`config.mk`:
```
export PLATFORM = sky130hd
export DESIGN_NAME = reg_read_port
export DESIGN_NICKNAME = d
export VERILOG_FILES = /design/src/rtl/reg_read_port_pkg.sv /design/src/rtl/reg_bank.sv /design/src/rtl/reg_read_port.sv
export SDC_FILE = /design/constraint.sdc
export NUM_CORES = 1
export LEC_CHECK = 0
export ABC_CLOCK_PERIOD_IN_PS = 3200
export CAP_MARGIN = 30
export CORE_MARGIN = 2
export CORE_UTILIZATION = 30
export DETAILED_ROUTE_END_ITERATION = 6
export PLACE_DENSITY = 0.48
export SLEW_MARGIN = 10
export SYNTH_ARGS = -nofsm -noshare
export SYNTH_HDL_FRONTEND = slang
export SYNTH_SLANG_ARGS = --single-unit
```
`constraint.sdc`:
```
create_clock -name clk -period 3.2 [get_ports clk]
set_input_delay 0.64 -clock clk [delete_from_list [all_inputs] [get_ports clk]]
set_output_delay 0.64 -clock clk [all_outputs]
set_load 0.01 [all_outputs]
```
`src/rtl/reg_read_port_pkg.sv`:
```
// Shared constants for the register read port: address widths, bank encoding and data width.
package reg_read_port_pkg;

  localparam int unsigned REG_ADDR_W = 4;
  localparam int unsigned ROM_ADDR_W = 3;
  localparam int unsigned DATA_W     = 32;

  typedef enum logic {
    BANK_GEN = 1'b0,
    BANK_ROM = 1'b1
  } bank_e;

endpackage

```
`src/rtl/reg_bank.sv`:
```
// Register storage array: one synchronous write port and two combinational read ports.
module reg_bank #(
  parameter int unsigned Width = 32,
  parameter int unsigned Depth = 16,
  parameter int unsigned AddrW = $clog2(Depth)
) (
  input  logic             clk_i,
  input  logic             rst_i,
  input  logic             we_i,
  input  logic [AddrW-1:0] waddr_i,
  input  logic [Width-1:0] wdata_i,
  input  logic [AddrW-1:0] raddr_a_i,
  input  logic [AddrW-1:0] raddr_b_i,
  output logic [Width-1:0] rdata_a_o,
  output logic [Width-1:0] rdata_b_o
);

  logic [Width-1:0] mem_q [Depth];

  always_ff @(posedge clk_i) begin
    if (rst_i) begin
      for (int i = 0; i < int'(Depth); i++) begin
        mem_q[i] <= '0;
      end
    end else if (we_i) begin
      mem_q[waddr_i] <= wdata_i;
    end
  end

  assign rdata_a_o = mem_q[raddr_a_i];
  assign rdata_b_o = mem_q[raddr_b_i];

endmodule

```
`src/rtl/reg_read_port.sv`:
```
// Dual-bank register file with two registered read ports, write-to-read bypass and stall hold.
module reg_read_port
  import reg_read_port_pkg::*;
#(
  parameter int unsigned DATA_W       = reg_read_port_pkg::DATA_W,
  parameter int unsigned NUM_REGS     = 16,
  parameter int unsigned NUM_ROM_REGS = 8
) (
  input  logic                  clk,
  input  logic                  rst,
  input  logic                  wr_en,
  input  logic                  romRegWrite_flag,
  input  logic [REG_ADDR_W-1:0] wr_addr,
  input  logic [DATA_W-1:0]     output_Data,
  input  logic [DATA_W-1:0]     romoutput_Data,
  input  logic                  rd_valid,
  input  logic                  rd_rom_sel,
  input  logic [REG_ADDR_W-1:0] rd_addr_a,
  input  logic [REG_ADDR_W-1:0] rd_addr_b,
  input  logic                  stall,
  output logic [DATA_W-1:0]     data_a,
  output logic [DATA_W-1:0]     data_b,
  output logic                  data_valid,
  output logic                  addr_err
);

  localparam logic [REG_ADDR_W-1:0] RomLimit = REG_ADDR_W'(NUM_ROM_REGS);

  bank_e wr_bank, rd_bank;
  logic  wr_oob, gen_we, rom_we, wr_commit;
  logic  rd_accept, rd_oob_a, rd_oob_b;
  logic  byp_a, byp_b;

  logic [DATA_W-1:0] gen_rdata_a, gen_rdata_b, rom_rdata_a, rom_rdata_b;
  logic [DATA_W-1:0] wr_data;

  logic [DATA_W-1:0] data_a_q, data_a_d, data_b_q, data_b_d;
  logic              data_valid_q, data_valid_d;
  logic              addr_err_q, addr_err_d;

  assign wr_bank   = romRegWrite_flag ? BANK_ROM : BANK_GEN;
  assign rd_bank   = rd_rom_sel ? BANK_ROM : BANK_GEN;
  assign wr_oob    = wr_en && (wr_bank == BANK_ROM) && (wr_addr >= RomLimit);
  assign gen_we    = wr_en && (wr_bank == BANK_GEN);
  assign rom_we    = wr_en && (wr_bank == BANK_ROM) && !wr_oob;
  assign wr_commit = gen_we || rom_we;
  assign wr_data   = (wr_bank == BANK_ROM) ? romoutput_Data : output_Data;

  assign rd_accept = rd_valid && !stall;
  assign rd_oob_a  = (rd_bank == BANK_ROM) && (rd_addr_a >= RomLimit);
  assign rd_oob_b  = (rd_bank == BANK_ROM) && (rd_addr_b >= RomLimit);

  // Dropped out-of-range ROM writes never commit, so they never bypass.
  assign byp_a = wr_commit && (wr_bank == rd_bank) && (wr_addr == rd_addr_a);
  assign byp_b = wr_commit && (wr_bank == rd_bank) && (wr_addr == rd_addr_b);

  reg_bank #(
    .Width(DATA_W),
    .Depth(NUM_REGS),
    .AddrW(REG_ADDR_W)
  ) u_gen_bank (
    .clk_i    (clk),
    .rst_i    (rst),
    .we_i     (gen_we),
    .waddr_i  (wr_addr),
    .wdata_i  (output_Data),
    .raddr_a_i(rd_addr_a),
    .raddr_b_i(rd_addr_b),
    .rdata_a_o(gen_rdata_a),
    .rdata_b_o(gen_rdata_b)
  );

  reg_bank #(
    .Width(DATA_W),
    .Depth(NUM_ROM_REGS),
    .AddrW(ROM_ADDR_W)
  ) u_rom_bank (
    .clk_i    (clk),
    .rst_i    (rst),
    .we_i     (rom_we),
    .waddr_i  (wr_addr[ROM_ADDR_W-1:0]),
    .wdata_i  (romoutput_Data),
    .raddr_a_i(rd_addr_a[ROM_ADDR_W-1:0]),
    .raddr_b_i(rd_addr_b[ROM_ADDR_W-1:0]),
    .rdata_a_o(rom_rdata_a),
    .rdata_b_o(rom_rdata_b)
  );

  always_comb begin
    data_a_d     = data_a_q;
    data_b_d     = data_b_q;
    data_valid_d = data_valid_q;
    addr_err_d   = addr_err_q;

    if (!stall) begin
      data_valid_d = rd_valid;
      if (rd_accept || wr_en) begin
        addr_err_d = wr_oob || (rd_accept && (rd_oob_a || rd_oob_b));
      end
    end

    if (rd_accept) begin
      if (rd_oob_a) begin
        data_a_d = '0;
      end else if (byp_a) begin
        data_a_d = wr_data;
      end else begin
        data_a_d = (rd_bank == BANK_ROM) ? rom_rdata_a : gen_rdata_a;
      end

      if (rd_oob_b) begin
        data_b_d = '0;
      end else if (byp_b) begin
        data_b_d = wr_data;
      end else begin
        data_b_d = (rd_bank == BANK_ROM) ? rom_rdata_b : gen_rdata_b;
      end
    end
  end

  always_ff @(posedge clk) begin
    if (rst) begin
      data_a_q     <= '0;
      data_b_q     <= '0;
      data_valid_q <= 1'b0;
      addr_err_q   <= 1'b0;
    end else begin
      data_a_q     <= data_a_d;
      data_b_q     <= data_b_d;
      data_valid_q <= data_valid_d;
      addr_err_q   <= addr_err_d;
    end
  end

  assign data_a     = data_a_q;
  assign data_b     = data_b_q;
  assign data_valid = data_valid_q;
  assign addr_err   = addr_err_q;

endmodule

```
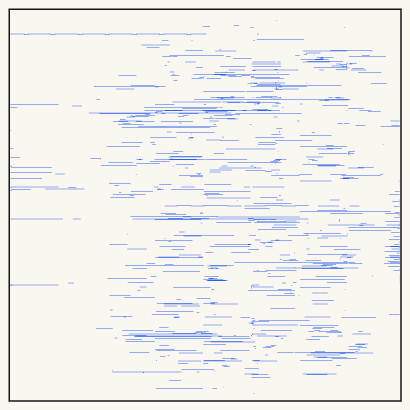
(run_1/layer_met3.png)
(1 px per µm)
share of all routed wire = 6.8%
longest straight run = 176 µm

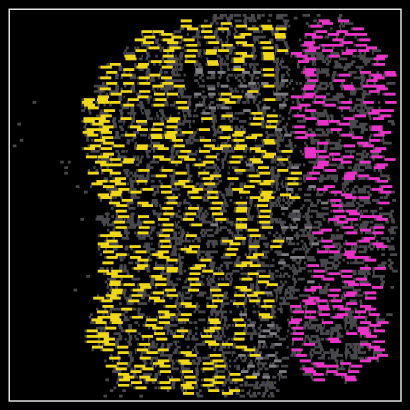
(run_1/by_instance.png)
(1 px per µm) Other sequential cells in the stronger gray, the rest of the logic in the fainter gray.
`u_gen_bank` -> yellow  # flops 512
`u_rom_bank` -> magenta  # flops 256, where a vertical strip on the right
not colored = 66

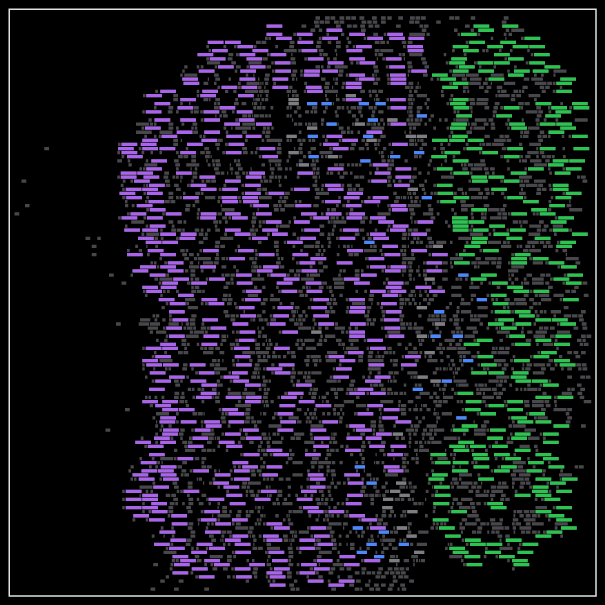
(run_1/flops_by_reg.png)
(1.5 px per µm) Other sequential cells in the stronger gray, the rest of the logic in the fainter gray.
`u_rom_bank.mem_q` -> green  # flops 256, where a vertical strip on the right
`data_b` -> blue  # flops 32
`u_gen_bank.mem_q` -> purple  # flops 512
not colored = 34

==> qor.csv, run 1 <==
metric,value,unit
outcome,completed,
ff_type,edfxtp_1,
min_path_type,primary input to register,
cp-end-kind,output port,
finalNonFillerCells,5808,
cp_slowest_cell,clkdlybuf4s50_1,
clk_pin_slew_worst_paths,0.06,ns
relSlewSlack,0.313,
grt_pass1_wl,242,mm
numCtsBuffers,95,
post-route-period-util,0.770,
root_buffer,clkbuf_16,
ys_seq_share,0.545,
slew_viol_final,0,
ys_types,52,
fp_util,0.303,
fin_skew,0.0181,ns
cts_tree,done,
regToRegEndpoint,data_a[16]$_SDFFE_PP0P_,
grt_pass1_vias,30300,
max-vdd-ir-drop,0.419,mV
routabilityCongestion,0.878,
crit_fanout,2,
avgRoutedWirePerCell,29.7,µm
min_period,2.46,ns
cts_resized,0,
path_cells,clkdlybuf4s50_1,
fmax,0.406,GHz
min_from,romRegWrite_flag,
hold_viol_final,0,
fin_hold_ws,0.382,ns
most_common_cell,and2_1,
p_leak,19.8,nW
clk_latency,0.71,ns
largest_area_cell,edfxtp_1,
critPathKind,register to output port,
synthArstFlopShare,0,
maxCapViolations,0,
syn-num-nets,3672,
cts_htree_levels,3,
synthTopCellsByArea,"edfxtp_1, mux2i_1, and2_1, o22ai_1, mux4_2",
area_growth,20.1,%
drive_gt1_frac,0.171,
nets,3882,
placed_cells,5632,
reg2reg_depth,5,
cts_hold_buf,0,
## run 1: per-layer routing
metal	GRT usage	wire length (µm)	up-vias
met4	0.0503	3230	14
met3	0.0350	11600	187
li1	-	-	13900
met1	0.334	82300	16200
met2	0.334	75400	1181
met5	0	94	-
## run 1: cell type report
type / count / area [µm²]
tap: 1930 / 2410
antenna: 3 / 7.51
clock buffer: 133 / 2640
fill: 14200 / 94100
inverter: 3 / 11.3
timing repair buffer: 438 / 4790
multi-input combinational: 2427 / 19100
clock inverter: 40 / 363
sequential: 834 / 24400
## run 1: metrics by stage
| stage | cell area (µm²) | utilization | power (W) |
|---|---|---|---|
| final | 53700 | 0.363 | 0.0273 |
| after global routing | 53700 | 0.363 | 0.0281 |
| after CTS | 53700 | 0.363 | 0.0275 |
| after detailed placement | 50700 | 0.343 | 0.0166 |
| after global placement | 50700 | 0.343 | 0.0166 |
| after floorplan | 44700 | - | 0.0148 |
## run 1: state kept, by name, indices dropped and copies added, names as in the netlist
name              count
addr_err              1
u_gen_bank.mem_q    512
data_a               32
u_rom_bank.mem_q    256
data_b               32
data_valid            1
## run 1: tightest hold or removal path: stages
cell and delay [ns]:
buf_2 0.20, nand3_1 0.10, a311oi_1 0.09
## run 1: layout by cell type, fill, tap and decap left out, types with 4 or more instances in the layout
master and count:
clkinv_1 13, o2111ai_1 20, clkinv_2 13, o21ai_0 40, a21oi_1 38, or3_1 53
xor2_1 8, o31ai_1 9, or2_2 26, nor2_4 24, or4_1 62, o22ai_1 241
mux2_2 100, clkbuf_16 99, a211oi_1 5, and2_1 798, nand2b_4 5, edfxtp_1 768
mux2i_1 597, o32ai_1 9, buf_4 201, bufinv_16 6, nand4_1 31, clkbuf_1 31
buf_12 91, nand2_1 15, nor2b_1 5, a22o_1 31, a22oi_1 62, clkdlybuf4s50_1 140
mux4_2 66, dfxtp_1 66, nor2_1 133, nand2b_1 4
## run 1: worst max path at each step
stage                            start                                    to  depth (start not counted)
2_1_floorplan               wr_addr[3]  u_rom_bank.mem_q[7][0]$_SDFFCE_PN0P_                          5
3_3_place_gp              rd_addr_a[1]               data_a[16]$_SDFFE_PP0P_                          8
3_5_place_dp              rd_addr_a[1]               data_a[16]$_SDFFE_PP0P_                          8
4_1_cts        data_a[16]$_SDFFE_PP0P_                            data_a[16]                          1
5_1_grt        data_a[16]$_SDFFE_PP0P_                            data_a[16]                          1
6_report       data_a[16]$_SDFFE_PP0P_                            data_a[16]                          1
## run 1: cells by family after synthesis
family                 share of synthesized area
buffers and inverters                     0.0337
flip-flops                                 0.545
XOR/XNOR                                 0.00157
AND/OR/NAND/NOR                            0.158
AND-OR/OR-AND                             0.0701
multiplexers                               0.192
## run 1: where the power goes
part           switching, W  internal [W]  total, W
clock network       0.00467       0.00621    0.0109
registers          0.000409        0.0125    0.0129
logic               0.00210       0.00146   0.00356
## Run 2: what changed since run 1
--- a/config.mk
+++ b/config.mk
@@ -5,12 +5,12 @@
 export SDC_FILE = /design/constraint.sdc
 export NUM_CORES = 1
 export LEC_CHECK = 0
-export ABC_CLOCK_PERIOD_IN_PS = 3200
+export ABC_CLOCK_PERIOD_IN_PS = 2200
 export CAP_MARGIN = 30
 export CORE_MARGIN = 2
 export CORE_UTILIZATION = 30
 export DETAILED_ROUTE_END_ITERATION = 6
-export PLACE_DENSITY = 0.48
+export PLACE_DENSITY = 0.49
 export SLEW_MARGIN = 10
 export SYNTH_ARGS = -nofsm -noshare
 export SYNTH_HDL_FRONTEND = slang
==> constraint.sdc (replaced) <==
create_clock -name clk -period 2.2 [get_ports clk]
set_input_delay 0.44 -clock clk [delete_from_list [all_inputs] [get_ports clk]]
set_output_delay 0.44 -clock clk [all_outputs]
set_load 0.01 [all_outputs]
==> run 2 against run 1 <==
- global-route usage up 0.52 points
- routed wire length grew 1.9%
- clock power is 51% higher
- largest power group unchanged
- first-iteration DRC count is 7.6% lower
- utilization increased by 2.0 points
- largest cell class unchanged
- setup slack lost 0.72 ns
- critical path depth did not move
- synthesized cell count unchanged
- critical path type unchanged
- worst hold slack got worse by 0.087 ns
==> qor.csv, run 2 <==
metric,value,unit
p_total,0.0408,W
slew_viol_final,0,
largest_area_cell,edfxtp_1,
reg.largest.list,"u_gen_bank.mem_q: 512 flops, u_rom_bank.mem_q: 256 flops",
synthTopCellsByArea,"edfxtp_1, mux2i_1, and2_1, o22ai_1, mux4_2",
post-route-period-util,0.993,
clk_pin_slew_worst_paths,0.06,ns
cts_tree,done,
min_path_type,primary input to register,
switchingPower,0.0105,W
syn-num-nets,3672,
relSlewSlack,0.467,
most-common-layout-cells,"and2_1, edfxtp_1, mux2i_1",
nets,4121,
area_growth,26.7,%
cts_hold_buf,0,
ys_types,52,
combPwrFrac,0.138,
p_leak,21.5,nW
cp-end-kind,output port,
fin_hold_ws,0.295,ns
maxCapViolations,0,
largest_reg_flops,512,
crit_fanout,2,
outcome,completed,
drive_gt1_frac,0.229,
regMostFlops,u_gen_bank.mem_q,
grt_pass1_wl,247,mm
ys_seq_share,0.545,
grt_pass1_vias,32200,
max-vdd-ir-drop,0.584,mV
clk_latency,0.72,ns
intPower,0.0303,W
ff_type,edfxtp_1,
fp_util,0.303,
cts_htree_levels,3,
root_buffer,clkbuf_16,
power_frac_clock,0.403,
path_cells,clkdlybuf4s50_1,
numCtsBuffers,94,
==> run 2: cell count changes in the layout (fill, tap and decap cells not counted), sizes merged <==
cell and change:
bufinv +4, buf +240, clkdlybuf4s50 -18, dlygate4sd2 +18
inv +1, clkbuf -7
==> run 2: what timing repair did <==
action / in CTS / in global routing
cloned: 0 / 0
pin swaps: 0 / 0
setup endpoints to repair: 36 / 4
gates resized: 38 / 2
endpoints found under the hold margin: 0 / 0
==> run 2: cells by family (layout without fill, tap and decap cells) <==
family / after synthesis / in the layout / synth area share
simple gates: 1182 / 1182 / 0.158
flops: 834 / 834 / 0.545
mux: 763 / 763 / 0.192
compound gates: 474 / 474 / 0.0701
buf+inv: 328 / 852 / 0.0337
xor+xnor: 8 / 8 / 0.00157
other cells: 0 / 3 / 0
==> run 2: power groups by stage <==
stage          combinational, W  clock (W)  sequential, W
2_1_floorplan           0.00266          0         0.0188
3_3_place_gp            0.00561          0         0.0190
3_5_place_dp            0.00560          0         0.0190
4_1_cts                 0.00561     0.0167         0.0187
5_1_grt                 0.00592     0.0173         0.0188
6_report                0.00565     0.0165         0.0187
==> run 2: path summary, 6_finish.rpt <==
kind	endpoint	cells past startpoint
hold reg to reg	data_valid$_SDFFE_PP0N_	2
setup reg to reg	data_a[28]$_SDFFE_PP0P_	7
setup / recovery	data_b[16]	1
hold / removal	addr_err$_SDFFE_PP0P_	4
==> run 2: metrics by stage <==
stage / util / setup TNS [ns] / std cells / setup slack (ns) / area, µm²
after floorplan: - / 0 / 3589 / 0.0128 / 44800
after global placement: 0.362 / -579.59 / 5872 / -0.590 / 53500
after detailed placement: 0.362 / -557.84 / 5872 / -0.586 / 53500
after CTS: 0.384 / 0 / 6043 / 0.000406 / 56700
after global routing: 0.384 / 0 / 6043 / 0.00876 / 56700
final: 0.384 / 0 / 6046 / 0.0149 / 56700
==> run 2: cell type report <==
type                    instances  area [µm²]  area share
diodes                          3        7.51    0.000132
clock buffers                 126        2640      0.0466
clock inverters                45         523     0.00922
inverters                       3        11.3    0.000199
multi-input cells            2427       19200       0.338
flip-flops and latches        834       24400       0.430
well taps                    1930        2410      0.0426
repair buffers                678        7530       0.133
==> run 2: routing by layer <==
layer	GRT usage	vias to the layer above	routed length [µm]	part of all wire
met5	0	-	80	0.00045
met4	0.0622	16	4230	0.024
met3	0.0362	245	12500	0.071
met2	0.366	1235	81100	0.46
met1	0.318	16600	78100	0.44
li1	-	14400	-	-
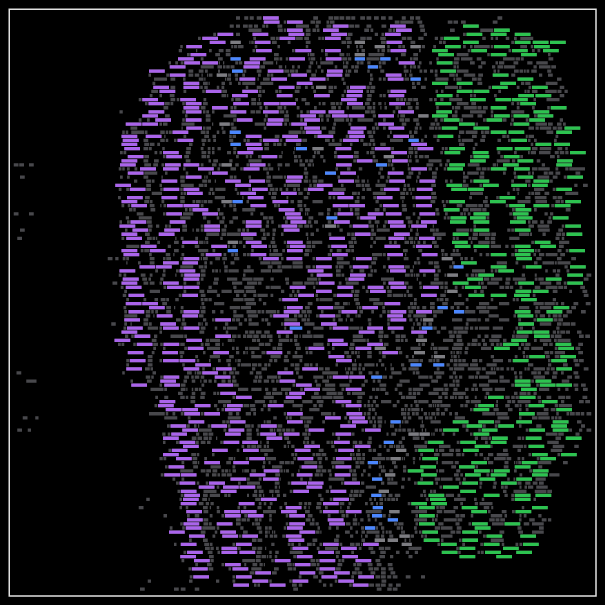
(run_2/flops_by_reg.png)
(1.5 px per µm) Other sequential cells in the stronger gray, the rest of the logic in the fainter gray.
`data_b` -> blue  # flops 32
`u_gen_bank.mem_q` -> purple  # flops 512
`u_rom_bank.mem_q` -> green  # flops 256, where a vertical strip on the right
not colored = 34

Power and IR drop assume default switching activity.
